File: config.mk
export PLATFORM = sky130hd
export DESIGN_NAME = pipe_stage_regs
export DESIGN_NICKNAME = d
export VERILOG_FILES = /design/src/rtl/mips_pkg.sv /design/src/rtl/pipe_stage_regs_sat_counter.sv /design/src/rtl/pipe_stage_regs.sv
export SDC_FILE = /design/constraint.sdc
export NUM_CORES = 1
export LEC_CHECK = 0
export CORE_MARGIN = 5
export CORE_UTILIZATION = 46
export DETAILED_ROUTE_END_ITERATION = 10
export PLACE_DENSITY_LB_ADDON = 0.1
export SLEW_MARGIN = 20
export SYNTH_ARGS = -nofsm -noshare
export SYNTH_HDL_FRONTEND = slang
export SYNTH_SLANG_ARGS = --single-unit
File: constraint.sdc
create_clock -name clk -period 5 [get_ports clk]
set_input_delay 1 -clock clk [delete_from_list [all_inputs] [get_ports clk]]
set_output_delay 1 -clock clk [all_outputs]
set_load 0.02 [all_outputs]
File: src/rtl/mips_pkg.sv
// ============================================================================
// Module   : mips_pkg
// Brief    : Instruction field positions, stage control/content types and
//            bubble constants shared by the pipeline register slice.
// Revision : 1.0  initial release
// ============================================================================
`default_nettype none
`timescale 1ns/1ps

package mips_pkg;

  localparam int REG_W = 5;

  localparam int RS_HI = 25;
  localparam int RS_LO = 21;
  localparam int RT_HI = 20;
  localparam int RT_LO = 16;
  localparam int RD_HI = 15;
  localparam int RD_LO = 11;

  typedef struct packed {
    logic regdst;
  } ex_ctrl_t;

  typedef struct packed {
    logic memread;
  } mem_ctrl_t;

  typedef struct packed {
    logic regwrite;
    logic memtoreg;
  } wb_ctrl_t;

  // ID/EX keeps the already-selected destination, so regdst is consumed at entry.
  typedef struct packed {
    logic             valid;
    logic [REG_W-1:0] rs;
    logic [REG_W-1:0] rt;
    logic [REG_W-1:0] dst;
    mem_ctrl_t        mem;
    wb_ctrl_t         wb;
  } idex_t;

  typedef struct packed {
    logic             valid;
    logic [REG_W-1:0] rd;
    wb_ctrl_t         wb;
  } exmem_t;

  typedef struct packed {
    logic             valid;
    logic [REG_W-1:0] rd;
    wb_ctrl_t         wb;
  } memwb_t;

  localparam idex_t  IDEX_BUBBLE  = '0;
  localparam exmem_t EXMEM_BUBBLE = '0;
  localparam memwb_t MEMWB_BUBBLE = '0;

  function automatic logic [REG_W-1:0] sel_dst(
    input ex_ctrl_t         ex,
    input logic [REG_W-1:0] rt,
    input logic [REG_W-1:0] rd
  );
    return ex.regdst ? rd : rt;
  endfunction

endpackage

`default_nettype wire

File: src/rtl/pipe_stage_regs_sat_counter.sv
// ============================================================================
// Module   : sat_counter
// Brief    : Event counter that sticks at all-ones instead of wrapping.
// Revision : 1.0  initial release
// ============================================================================
`default_nettype none
`timescale 1ns/1ps

module sat_counter #(
  parameter int CNT_W = 16
) (
  input  logic             clk,
  input  logic             rst,
  input  logic             i_inc,
  output logic [CNT_W-1:0] o_count
);

  logic [CNT_W-1:0] r_count;
  logic             w_at_max;

  assign w_at_max = &r_count;

  always_ff @(posedge clk) begin
    if (rst) begin
      r_count <= '0;
    end else if (i_inc && !w_at_max) begin
      r_count <= r_count + CNT_W'(1);
    end
  end

  assign o_count = r_count;

endmodule

`default_nettype wire

File: src/rtl/pipe_stage_regs.sv
// ============================================================================
// Module   : pipe_stage_regs
// Brief    : IF/ID, ID/EX, EX/MEM, MEM/WB registers of the 5-stage core with
//            stall/flush handling and saturating stall/flush event counters.
// Revision : 1.0  initial release
// ============================================================================
`default_nettype none
`timescale 1ns/1ps

module pipe_stage_regs
  import mips_pkg::*;
#(
  parameter int XLEN  = 32,
  parameter int CNT_W = 16
) (
  input  logic             clk,
  input  logic             rst,
  input  logic [XLEN-1:0]  if_instr,
  input  logic [XLEN-1:0]  if_pc,
  input  logic             if_valid,
  input  logic             id_regwrite,
  input  logic             id_memread,
  input  logic             id_memtoreg,
  input  logic             id_regdst,
  input  logic             stall,
  input  logic             flush,
  output logic [XLEN-1:0]  ifid_instr,
  output logic [XLEN-1:0]  ifid_pc,
  output logic [4:0]       ifid_rs,
  output logic [4:0]       ifid_rt,
  output logic [4:0]       idex_rs,
  output logic [4:0]       idex_rt,
  output logic             idex_memread,
  output logic [4:0]       idex_dst,
  output logic             exmem_regwrite,
  output logic [4:0]       exmem_rd,
  output logic             exmem_memtoreg,
  output logic             memwb_regwrite,
  output logic [4:0]       memwb_rd,
  output logic             memwb_memtoreg,
  output logic             pc_write,
  output logic             ifid_write,
  output logic [CNT_W-1:0] stall_cnt,
  output logic [CNT_W-1:0] flush_cnt
);

  logic [XLEN-1:0] r_ifid_instr;
  logic [XLEN-1:0] r_ifid_pc;
  logic            r_ifid_valid;
  idex_t           r_idex;
  exmem_t          r_exmem;
  memwb_t          r_memwb;

  logic            w_stall_only;
  logic [XLEN-1:0] w_ifid_instr_nxt;
  ex_ctrl_t        w_ex_ctrl;
  idex_t           w_idex_nxt;
  exmem_t          w_exmem_nxt;
  memwb_t          w_memwb_nxt;

  // A flush overrides a stall: the stalled instruction is on the wrong path anyway.
  assign w_stall_only     = stall & ~flush;
  assign w_ifid_instr_nxt = if_valid ? if_instr : '0;

  assign w_ex_ctrl.regdst = id_regdst;

  always_comb begin
    w_idex_nxt              = IDEX_BUBBLE;
    w_idex_nxt.valid        = r_ifid_valid;
    w_idex_nxt.rs           = r_ifid_instr[RS_HI:RS_LO];
    w_idex_nxt.rt           = r_ifid_instr[RT_HI:RT_LO];
    w_idex_nxt.dst          = sel_dst(w_ex_ctrl, r_ifid_instr[RT_HI:RT_LO],
                                      r_ifid_instr[RD_HI:RD_LO]);
    w_idex_nxt.mem.memread  = id_memread  & r_ifid_valid;
    w_idex_nxt.wb.regwrite  = id_regwrite & r_ifid_valid;
    w_idex_nxt.wb.memtoreg  = id_memtoreg & r_ifid_valid;
  end

  always_comb begin
    w_exmem_nxt       = EXMEM_BUBBLE;
    w_exmem_nxt.valid = r_idex.valid;
    w_exmem_nxt.rd    = r_idex.dst;
    w_exmem_nxt.wb    = r_idex.wb;
  end

  always_comb begin
    w_memwb_nxt       = MEMWB_BUBBLE;
    w_memwb_nxt.valid = r_exmem.valid;
    w_memwb_nxt.rd    = r_exmem.rd;
    w_memwb_nxt.wb    = r_exmem.wb;
  end

  always_ff @(posedge clk) begin
    if (rst || flush) begin
      r_ifid_instr <= '0;
      r_ifid_pc    <= '0;
      r_ifid_valid <= 1'b0;
    end else if (!stall) begin
      r_ifid_instr <= w_ifid_instr_nxt;
      r_ifid_pc    <= if_pc;
      r_ifid_valid <= if_valid;
    end
  end

  always_ff @(posedge clk) begin
    if (rst) begin
      r_idex  <= IDEX_BUBBLE;
      r_exmem <= EXMEM_BUBBLE;
      r_memwb <= MEMWB_BUBBLE;
    end else begin
      r_idex  <= (stall || flush) ? IDEX_BUBBLE : w_idex_nxt;
      r_exmem <= w_exmem_nxt;
      r_memwb <= w_memwb_nxt;
    end
  end

  sat_counter #(
    .CNT_W (CNT_W)
  ) u_stall_cnt (
    .clk     (clk),
    .rst     (rst),
    .i_inc   (w_stall_only),
    .o_count (stall_cnt)
  );

  sat_counter #(
    .CNT_W (CNT_W)
  ) u_flush_cnt (
    .clk     (clk),
    .rst     (rst),
    .i_inc   (flush),
    .o_count (flush_cnt)
  );

  assign pc_write       = ~w_stall_only;
  assign ifid_write     = ~w_stall_only;

  assign ifid_instr     = r_ifid_instr;
  assign ifid_pc        = r_ifid_pc;
  assign ifid_rs        = r_ifid_instr[RS_HI:RS_LO];
  assign ifid_rt        = r_ifid_instr[RT_HI:RT_LO];

  assign idex_rs        = r_idex.rs;
  assign idex_rt        = r_idex.rt;
  assign idex_memread   = r_idex.mem.memread;
  assign idex_dst       = r_idex.dst;

  assign exmem_regwrite = r_exmem.valid & r_exmem.wb.regwrite;
  assign exmem_memtoreg = r_exmem.valid & r_exmem.wb.memtoreg;
  assign exmem_rd       = r_exmem.rd;

  assign memwb_regwrite = r_memwb.valid & r_memwb.wb.regwrite;
  assign memwb_memtoreg = r_memwb.valid & r_memwb.wb.memtoreg;
  assign memwb_rd       = r_memwb.rd;

endmodule

`default_nettype wire

Fig. 1: run 1, placement by cell class
Fill, decap, tap and diode cells in gray.
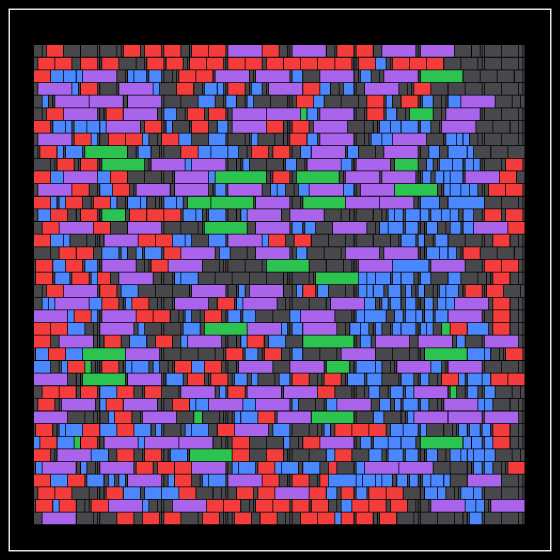
legend:
  purple:
    class: sequential cells
    cells: 132
    share_of_their_area: 36%
  red:
    class: remaining buffers and delay cells
    cells: 214
    share_of_their_area: 29%
  green:
    class: clock drivers and dummy loads
    cells: 30
    share_of_their_area: 7.8%
  blue:
    class: combinational and other logic
    cells: 335
    share_of_their_area: 28%
site row count: 38
core box area: 10940 um2
post-layout util: 0.6966
Seq/total area: 0.3469

Fig. 2: run 1, the clock network
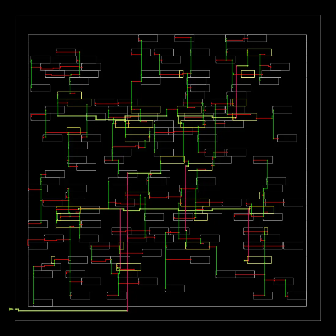
clk latency late pin: 0.40 ns
cts bufs inserted: 17
Clock Skew: 0.004422 ns
Power Clock: 0.00120 W

Fig. 3: run 1, signal wires by layer
The bar under the picture is 20 um long. Two of the layers only.
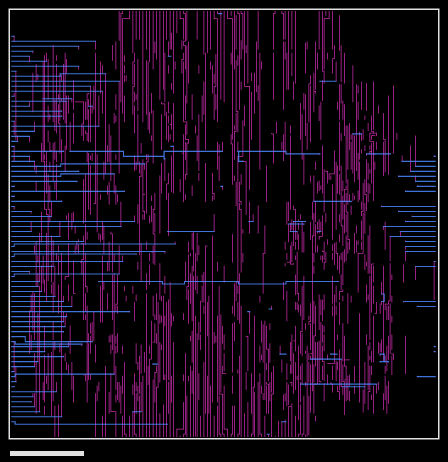
legend:
  blue:
    layer: metal 3
    wire_length: 1550 um
  magenta:
    layer: metal 2
    wire_length: 7120 um
GRT Total Usage: 0.2090
wire per inst: 16.51 um
DR vias: 4388
final wirelength: 14.05 mm

==> ci_impl_report.md, run 1 <==
## Implementation flow summary

| Metric | Value |
|---|---|
| DIE WIDTH | `116.3 um` |
| Fmax | `0.2752 GHz` |
| DR vias/cell | `5.156` |
| Top area cell types | `dfxtp_1 (51%), mux2i_1 (7.5%), buf_4 (6.8%), nor2_1 (6.0%), a22oi_1 (4.6%)` |
| Average cell area after synthesis | `9.547 um2` |
| Worst min path class | `flip-flop to flip-flop` |
| Starting Density | `0.4749` |
| # IOs | `211` |
| Outcome | `complete, no violations` |
| Peak VDD IR | `0.0002635 V` |
| Cell count in the Yosys report | `544` |
| Slew @ Worst Pin | `0.9247 ns` |
| Pin count of the biggest net entering global routing | `70` |
| Synth top cells by count | `dfxtp_1 (132), nor2_1 (83), buf_4 (47), mux2i_1 (39), a22oi_1 (32)` |
| Hold-fix buffers, CTS | `0` |
| Unrepaired setup endpoints after global routing | `no` |
| Area leader, netlist | `dfxtp_1` |
| Slew Viols, Final | `0` |
| Drt pass-1 iters | `4` |
| I/O Buffers | `210` |
| DIE AREA | `13520 um2` |
| H-tree depth | `4` |
| Yosys stat chip area | `5194 um2` |
| FFs w/ async S/R, synth | `0` |
## run 1: state kept, by name, indices dropped and copies added, names as in the netlist
name	cells
ifid_instr	32
idex_rt	5
r_idex	3
idex_dst	5
r_exmem	3
r_ifid_valid	1
ifid_pc	32
idex_rs	5
u_stall_cnt.o_count	16
memwb_rd	5
exmem_rd	5
u_flush_cnt.o_count	16
idex_memread	1
r_memwb	3
## run 1: critical path: stages
cell and delay, ns:
clkdlybuf4s50_1 0.73, nor2b_1 0.14, inv_1 0.14, clkdlybuf4s50_1 0.63
## run 1: cell usage in the layout (no fill, tap or decap), drive strengths merged, types with 3 or more instances in the layout
| cell type | instances |
|---|---|
| nand2 | 15 |
| clkbuf | 26 |
| nor2b | 20 |
| inv | 6 |
| mux2i | 39 |
| nor3 | 4 |
| buf | 6 |
| and4 | 4 |
| o41ai | 3 |
| nor4 | 6 |
| nand3 | 7 |
| a21oi | 22 |
| or4 | 11 |
| nor2 | 83 |
| o21ai | 11 |
| or3 | 12 |
| a22oi | 32 |
| nand4 | 12 |
| clkdlybuf4s50 | 208 |
| and3 | 6 |
| and2 | 17 |
| o31ai | 10 |
| dfxtp | 132 |
## run 1: report_power, final
part           switching, W  total [W]  internal (W)
registers         0.0000126    0.00108       0.00107
logic             0.0000914   0.000198      0.000107
clock network      0.000412    0.00120      0.000793
total              0.000516    0.00249       0.00197
## run 1: metrics by stage
| stage | total power, W | instance area [um2] | util | hold slack (ns) | setup WS, ns |
|---|---|---|---|---|---|
| floorplan | 0.001200 | 5194 | - | 0.4138 | 2.334 |
| global placement | 0.001299 | 7029 | 0.6428 | 0.4213 | 1.411 |
| finish | 0.002486 | 7617 | 0.6966 | 0.4320 | 1.367 |
| detailed placement | 0.001304 | 7029 | 0.6428 | 0.4212 | 1.377 |
| global route | 0.002570 | 7617 | 0.6966 | 0.4529 | 1.259 |
| CTS | 0.002516 | 7609 | 0.6958 | 0.4361 | 1.362 |
## run 1: final timing paths
path | from | depth (start not counted) | endpoint
max reg2reg | u_flush_cnt.o_count[0]$_SDFFE_PP0P_ | 5 | u_flush_cnt.o_count[5]$_SDFFE_PP0P_
max | flush | 4 | pc_write
min reg2reg | r_idex[18]$_SDFF_PP0_ | 1 | r_exmem[7]$_SDFF_PP0_
min | r_idex[18]$_SDFF_PP0_ | 1 | r_exmem[7]$_SDFF_PP0_
## run 1: per-layer routing
metal  GRT usage  part of all wire  vias to the layer above
met5           0                 0                        -
met4     0.07889             0.019                        0
met1      0.2127              0.36                     2035
met3      0.1135              0.11                       19
met2      0.3608              0.51                      158
li1            -                 -                     2176
## run 1: logic make-up (layout without fill, tap and decap cells)
group	Yosys count	count (layout)	share of synthesized area
XOR/XNOR	2	2	0.003373
flip-flops	132	132	0.5088
buffers and inverters	83	250	0.09516
adder cells (fa/ha/maj)	2	2	0.004817
AND/OR/NAND/NOR	201	201	0.2028
multiplexers	41	41	0.07950
AND-OR/OR-AND	83	83	0.1055
## run 1: final cells by class
class	count	share of cell area
clock buffer	26	0.06685
clock inverter	4	0.009198
inverter	6	0.002957
multi-input combinational	329	0.2725
sequential	132	0.3469
tap	140	0.02300
timing repair buffer	214	0.2786
Fig. 4: run 1, sequential cells colored by netlist name
The bar under the picture is 20 um long. Other sequential cells in the stronger gray, the rest of the logic in the fainter gray.
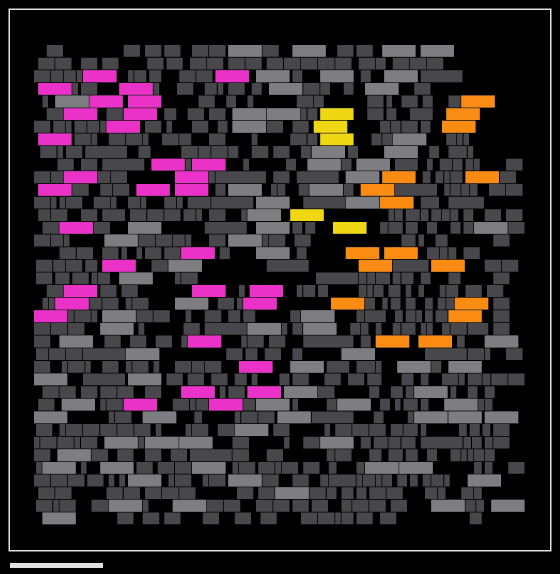

==> inputs of run 2 (changes only) <==
--- a/config.mk
+++ b/config.mk
@@ -6,7 +6,7 @@
 export NUM_CORES = 1
 export LEC_CHECK = 0
 export CORE_MARGIN = 5
-export CORE_UTILIZATION = 46
+export CORE_UTILIZATION = 43
 export DETAILED_ROUTE_END_ITERATION = 10
 export PLACE_DENSITY_LB_ADDON = 0.1
 export SLEW_MARGIN = 20
==> constraint.sdc (replaced) <==
create_clock -name clk -period 3.8 [get_ports clk]
set_input_delay 0.76 -clock clk [delete_from_list [all_inputs] [get_ports clk]]
set_output_delay 0.76 -clock clk [all_outputs]
set_load 0.02 [all_outputs]
Fig. 5: run 2, sequential cells colored by netlist name
The bar under the picture is 20 um long. Other sequential cells in the stronger gray, the rest of the logic in the fainter gray.
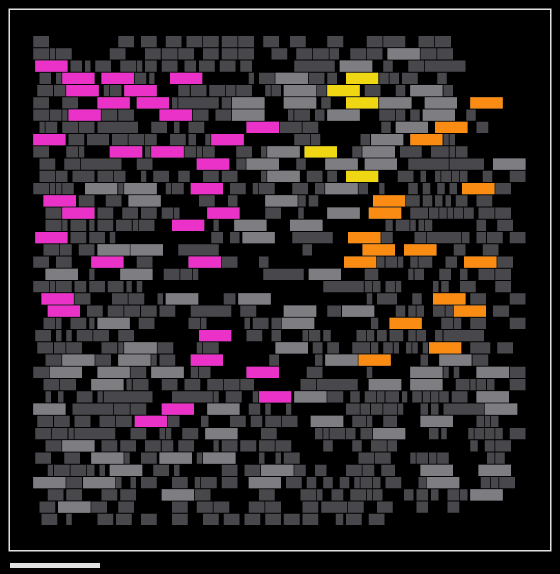
legend:
  orange:
    name_in_the_netlist: `u_flush_cnt.o_count`
    sequential_cells: 16
  magenta:
    name_in_the_netlist: `ifid_instr`
    sequential_cells: 32
  yellow:
    name_in_the_netlist: `exmem_rd`
    sequential_cells: 5
storage element area: 2643 um2
P_seq: 0.00142 W
post-layout util: 0.6413
Seq/total area: 0.3459

Fig. 6: run 2, signal wires by layer
The bar under the picture is 20 um long. Two of the layers only.
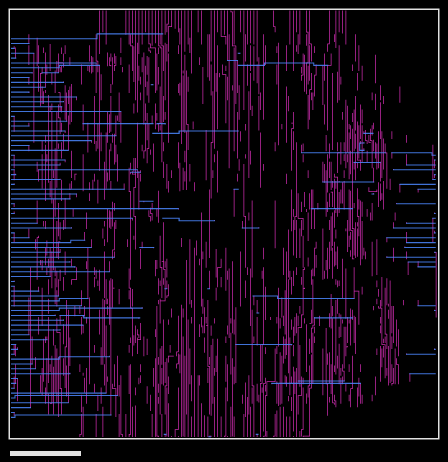
final wirelength: 14.21 mm
wire per inst: 16.47 um

==> run 2 against run 1 <==
Effect of this change:
- flip-flop count is the same
- via count is 1.3% higher
- sequential power is 31% higher
- first-iteration DRC count rose by 8.6%
- clock skew increased by 0.0055 ns
- worst hold slack worse by 0.0016 ns
- register-to-register slack worse by 1.2 ns
- power up 30%
- critical path type unchanged
- highest routed layer unchanged
==> ci_impl_report.md, run 2 <==
## Implementation flow summary

| Metric | Value |
|---|---|
| Metal-1 WL | `5.324 mm` |
| Clock share of power | `0.479` |
| Final TNS setup | `0 ns` |
| Worst setup margin | `1.013 ns` |
| Dpl cell area | `7053 um2` |
| DIE AREA | `14380 um2` |
| Outcome | `complete, no violations` |
| Peak VDD IR | `0.0002877 V` |
| Unrepaired setup endpoints after global routing | `no` |
| Cell count in the Yosys report | `544` |
| Detail Route met2 WL | `7.045 mm` |
| DIE WIDTH | `119.9 um` |
| Hold Crit Start | `r_idex[1]$_SDFF_PP0_` |
| Average cell area after synthesis | `9.547 um2` |
| Hold Violations, Final | `0` |
| Pin count of the biggest net entering global routing | `68` |
| I/O Buffers | `210` |
| Fmax | `0.3589 GHz` |
| Most common logic cell in the routed design | `clkdlybuf4s50_1` |
| Highest routed layer | `met4` |
| Reg2reg start | `u_flush_cnt.o_count[0]$_SDFFE_PP0P_` |
| First-pass GRT wire length | `22.20 mm` |
| Clock Skew | `0.009931 ns` |
| DR vias/cell | `5.152` |
| Metal3 WL | `1.535 mm` |
| DR vias | `4446` |
| Yosys stat chip area | `5194 um2` |
| Hold slack | `0.4303 ns` |
| Hold-fix buffers, CTS | `0` |
| Top cells excl fill/tap | `clkdlybuf4s50_1 (208), dfxtp_1 (132), nor2_1 (83)` |
| Setup crit start | `flush` |
| Slew @ Worst Pin | `0.8895 ns` |
| Drt pass-1 iters | `4` |
| Slew HR | `0.4070` |
| Internal power | `0.002529 W` |
| Switch share | `0.2181` |
| # IOs | `211` |
| Log Warnings | `26` |
| H-tree depth | `4` |
| Slew Viols, Final | `0` |
| Starting Density | `0.4360` |
| GRT Total Usage | `0.1961` |
| Area leader, netlist | `dfxtp_1` |
| Power share of the combinational group | `0.081` |
| Top area cell types | `dfxtp_1 (51%), mux2i_1 (7.5%), buf_4 (6.8%), nor2_1 (6.0%), a22oi_1 (4.6%)` |
| Worst min path class | `flip-flop to flip-flop` |
| Total power divided by cell area | `423.4 nW/um2` |
| FFs w/ async S/R, synth | `0` |
| Post-Place Worst Slack | `0.8182 ns` |
Fig. 7: run 2, placement by cell class
Fill, decap, tap and diode cells in gray.
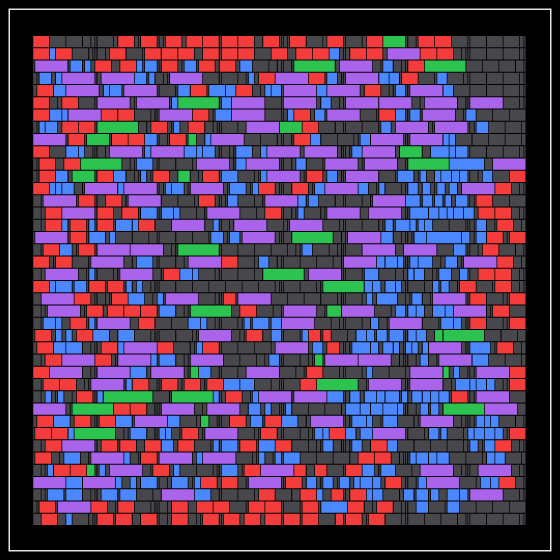
legend:
  green:
    class: clock drivers and dummy loads
    cells: 32
    share_of_their_area: 7.7%
  red:
    class: remaining buffers and delay cells
    cells: 216
    share_of_their_area: 29%
  blue:
    class: combinational and other logic
    cells: 335
    share_of_their_area: 28%
  purple:
    class: sequential cells
    cells: 132
    share_of_their_area: 35%
site row count: 40
final instance area: 7639 um2
core box area: 11910 um2

[run 2: cell counts after synthesis]
Identical to the previous run, type by type.
[run 2: path summary, 6_finish.rpt]
| check | endpoint | depth (start not counted) |
|---|---|---|
| worst min register to register | r_exmem[1]$_SDFF_PP0_ | 1 |
| worst max-delay path | ifid_write | 4 |
| worst max register to register | u_flush_cnt.o_count[3]$_SDFFE_PP0P_ | 5 |
| worst min-delay path | r_exmem[1]$_SDFF_PP0_ | 1 |
[run 2: layout make-up]
class | instances | area [um2]
flip-flops and latches | 132 | 2643
repair buffers | 216 | 2137
diodes | 1 | 2.502
clock buffers | 23 | 498.0
multi-input cells | 329 | 2076
fillers | 1022 | 4273
inverters | 6 | 22.52
well taps | 147 | 183.9
clock inverters | 9 | 76.32
[run 2: routing by layer]
metal  vias up  track usage
li1       2179            -
met1      2088       0.2070
met2       156       0.3253
met3        23       0.1037
met4         0      0.08518
met5         -            0
[run 2: kinds of logic after synthesis]
logic type	share of synthesized area
adders and majority gates	0.004817
buffers and inverters	0.09516
muxes	0.07950
AOI/OAI and AO/OA	0.1055
DFF	0.5088
and+or+nand+nor	0.2028
xor gates and xnor gates	0.003373
[run 2: metrics by stage]
stage | power, W | util
final | 0.003234 | 0.6413
after global routing | 0.003365 | 0.6413
after CTS | 0.003278 | 0.6403
after detailed placement | 0.001717 | 0.5921
after global placement | 0.001712 | 0.5921
after floorplan | 0.001579 | -
[run 2: critical path, cell delays in order]
cell,delay [ns]
clkdlybuf4s50_1,0.48
nor2b_1,0.07
inv_1,0.10
clkdlybuf4s50_1,0.62
[run 2: power groups by stage]
stage / clock network, W / logic, W / registers [W]
2_1_floorplan: 0 / 0.000106 / 0.00147
3_3_place_gp: 0 / 0.000260 / 0.00145
3_5_place_dp: 0 / 0.000265 / 0.00145
4_1_cts: 0.00159 / 0.000266 / 0.00142
5_1_grt: 0.00166 / 0.000283 / 0.00143
6_report: 0.00155 / 0.000263 / 0.00142
Fig. 8: run 2, clock network drawn from the DEF
The bar under the picture is 20 um long.
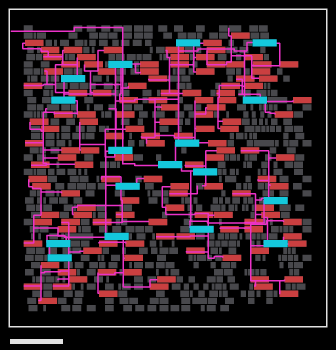

==> inputs of run 3 (changes only) <==
==> constraint.sdc (replaced) <==
create_clock -name clk -period 2.9 [get_ports clk]
set_input_delay 0.58 -clock clk [delete_from_list [all_inputs] [get_ports clk]]
set_output_delay 0.58 -clock clk [all_outputs]
set_load 0.02 [all_outputs]
Fig. 9: run 3, clock network drawn from the DEF
The bar under the picture is 20 um long.
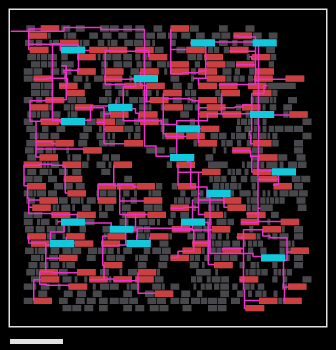
legend:
  red:
    item: flip-flops
    count: 132
  magenta:
    item: clock wires
    length: 1700 um
  cyan:
    item: clock drivers
    count: 17
routed clock nets: 18
Clock Skew: 0.008362 ns
clock share of power: 0.479
Power Clock: 0.00204 W
clk latency late pin: 0.42 ns

Fig. 10: run 3, the clock network
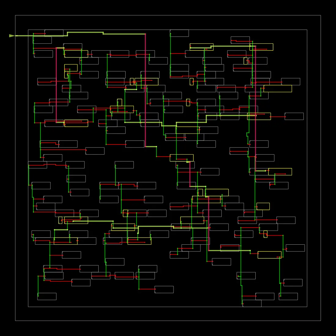
Clock Sinks: 132
clock buffers: 26
Flop Count: 132

==> run 3 against run 2 <==
Effect of this change:
- largest power group unchanged
- global-route usage grew 0.29 points
- worst hold slack improved by 0.00085 ns
- clock power is 32% higher
- flip-flop count unchanged
- register-to-register slack got worse by 1.1 ns
- sequential share of layout area hardly changed
- critical path type unchanged
- synthesized cell count unchanged
==> ci_impl_report.md, run 3 <==
## Implementation flow summary

| Metric | Value |
|---|---|
| Hold Violations, Final | `0` |
| Worst path top cell family by delay | `buffers and inverters` |
| Top logic family | `simple AND/OR/NAND/NOR gates` |
| Crit path cell chain | `clkdlybuf4s50_1, nor2b_1, inv_1, clkdlybuf4s50_1` |
| DIE WIDTH | `119.9 um` |
| XOR Share, Synth | `0.003373` |
| Drt pass-1 iters | `6` |
| Most common logic cell in the routed design | `clkdlybuf4s50_1` |
| Hold slack | `0.4312 ns` |
| Total power divided by cell area | `555.9 nW/um2` |
| I/O Buffers | `210` |
| Fmax | `0.3873 GHz` |
| Starting Density | `0.4360` |
| Pin count of the biggest net entering global routing | `66` |
| Outcome | `complete, no violations` |
| Hold-fix buffers, CTS | `0` |
| Cts bufs inserted | `17` |
| Log Warnings | `26` |
| Worst min path class | `flip-flop to flip-flop` |
| DR vias/cell | `5.136` |
| Cell count in the Yosys report | `544` |
| Average cell area after synthesis | `9.547 um2` |
| R2R depth | `6` |
| Total power | `0.004250 W` |
| FFs w/ async S/R, synth | `0` |
| DIE AREA | `14380 um2` |
| FA/HA/MAJ Cells, Area Fraction | `0.004818` |
| Yosys stat chip area | `5194 um2` |
| Final TNS setup | `0 ns` |
Fig. 11: run 3, signal wires by layer
The bar under the picture is 20 um long. Two of the layers only.
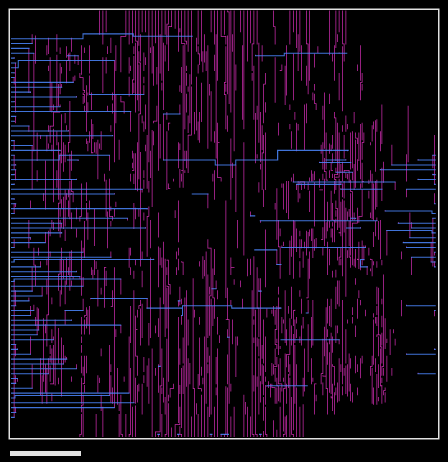
legend:
  blue:
    layer: metal 3
    wire_length: 1540 um
  magenta:
    layer: metal 2
    wire_length: 6880 um
final wirelength: 14.28 mm
wire per inst: 16.51 um
DR vias: 4443
GRT Total Usage: 0.1990

run 3: cell counts after synthesis:
Identical to the previous run, type by type.
run 3: worst register-to-register path, cell delays in order (launching register included):
cell	delay, ns
dfxtp_1	0.39
ha_1	0.22
nand4_1	0.29
o41ai_2	0.90
buf_4	0.31
mux2i_1	0.19
nor2_1	0.05
run 3: layout make-up:
class / count / area, um2
Fill cell: 1034 / 4267
Sequential cell: 132 / 2643
Timing Repair Buffer: 219 / 2172
Multi-Input combinational cell: 329 / 2067
Clock buffer: 26 / 479.2
Tap cell: 147 / 183.9
Clock inverter: 5 / 75.07
Inverter: 6 / 22.52
Antenna cell: 1 / 2.502
run 3: cell families (layout without fill, tap and decap cells):
kind of cell               count (synthesis)  after routing
muxes                                     41             41
xor gates and xnor gates                   2              2
and+or+nand+nor                          201            201
other                                      0              1
adders and majority gates                  2              2
DFF                                      132            132
AOI/OAI and AO/OA                         83             83
buffers and inverters                     83            256
run 3: worst paths after layout:
path                                                           from                             endpoint  slack, ns
worst max-delay path                                          flush                           ifid_write       0.32
worst min register to register                r_idex[18]$_SDFF_PP0_                r_exmem[7]$_SDFF_PP0_       0.43
worst min-delay path                          r_idex[18]$_SDFF_PP0_                r_exmem[7]$_SDFF_PP0_       0.43
worst max register to register  u_stall_cnt.o_count[0]$_SDFFE_PP0P_  u_stall_cnt.o_count[1]$_SDFFE_PP0P_       0.43
run 3: per-stage QoR:
step,setup slack [ns],utilization
after floorplan,0.7376,-
after global placement,0.1993,0.5951
after global routing,0.1621,0.6418
final,0.3179,0.6418
after CTS,0.2983,0.6416
after detailed placement,0.1482,0.5951
run 3: routing by layer:
metal,vias to the layer above,track usage,wire length (um)
li1,2183,-,-
met1,2075,0.2156,5518
met2,161,0.3228,6881
met3,24,0.1084,1540
met4,0,0.08304,337
met5,-,0,0
run 3: power by group:
group	internal (W)	leakage, nW	switching (W)
clock	0.00130	0.272	0.000736
sequential	0.00184	1.07	0.0000212
combinational	0.000189	1.48	0.000158
No activity file was given, so power comes from the tool's default toggle rates.
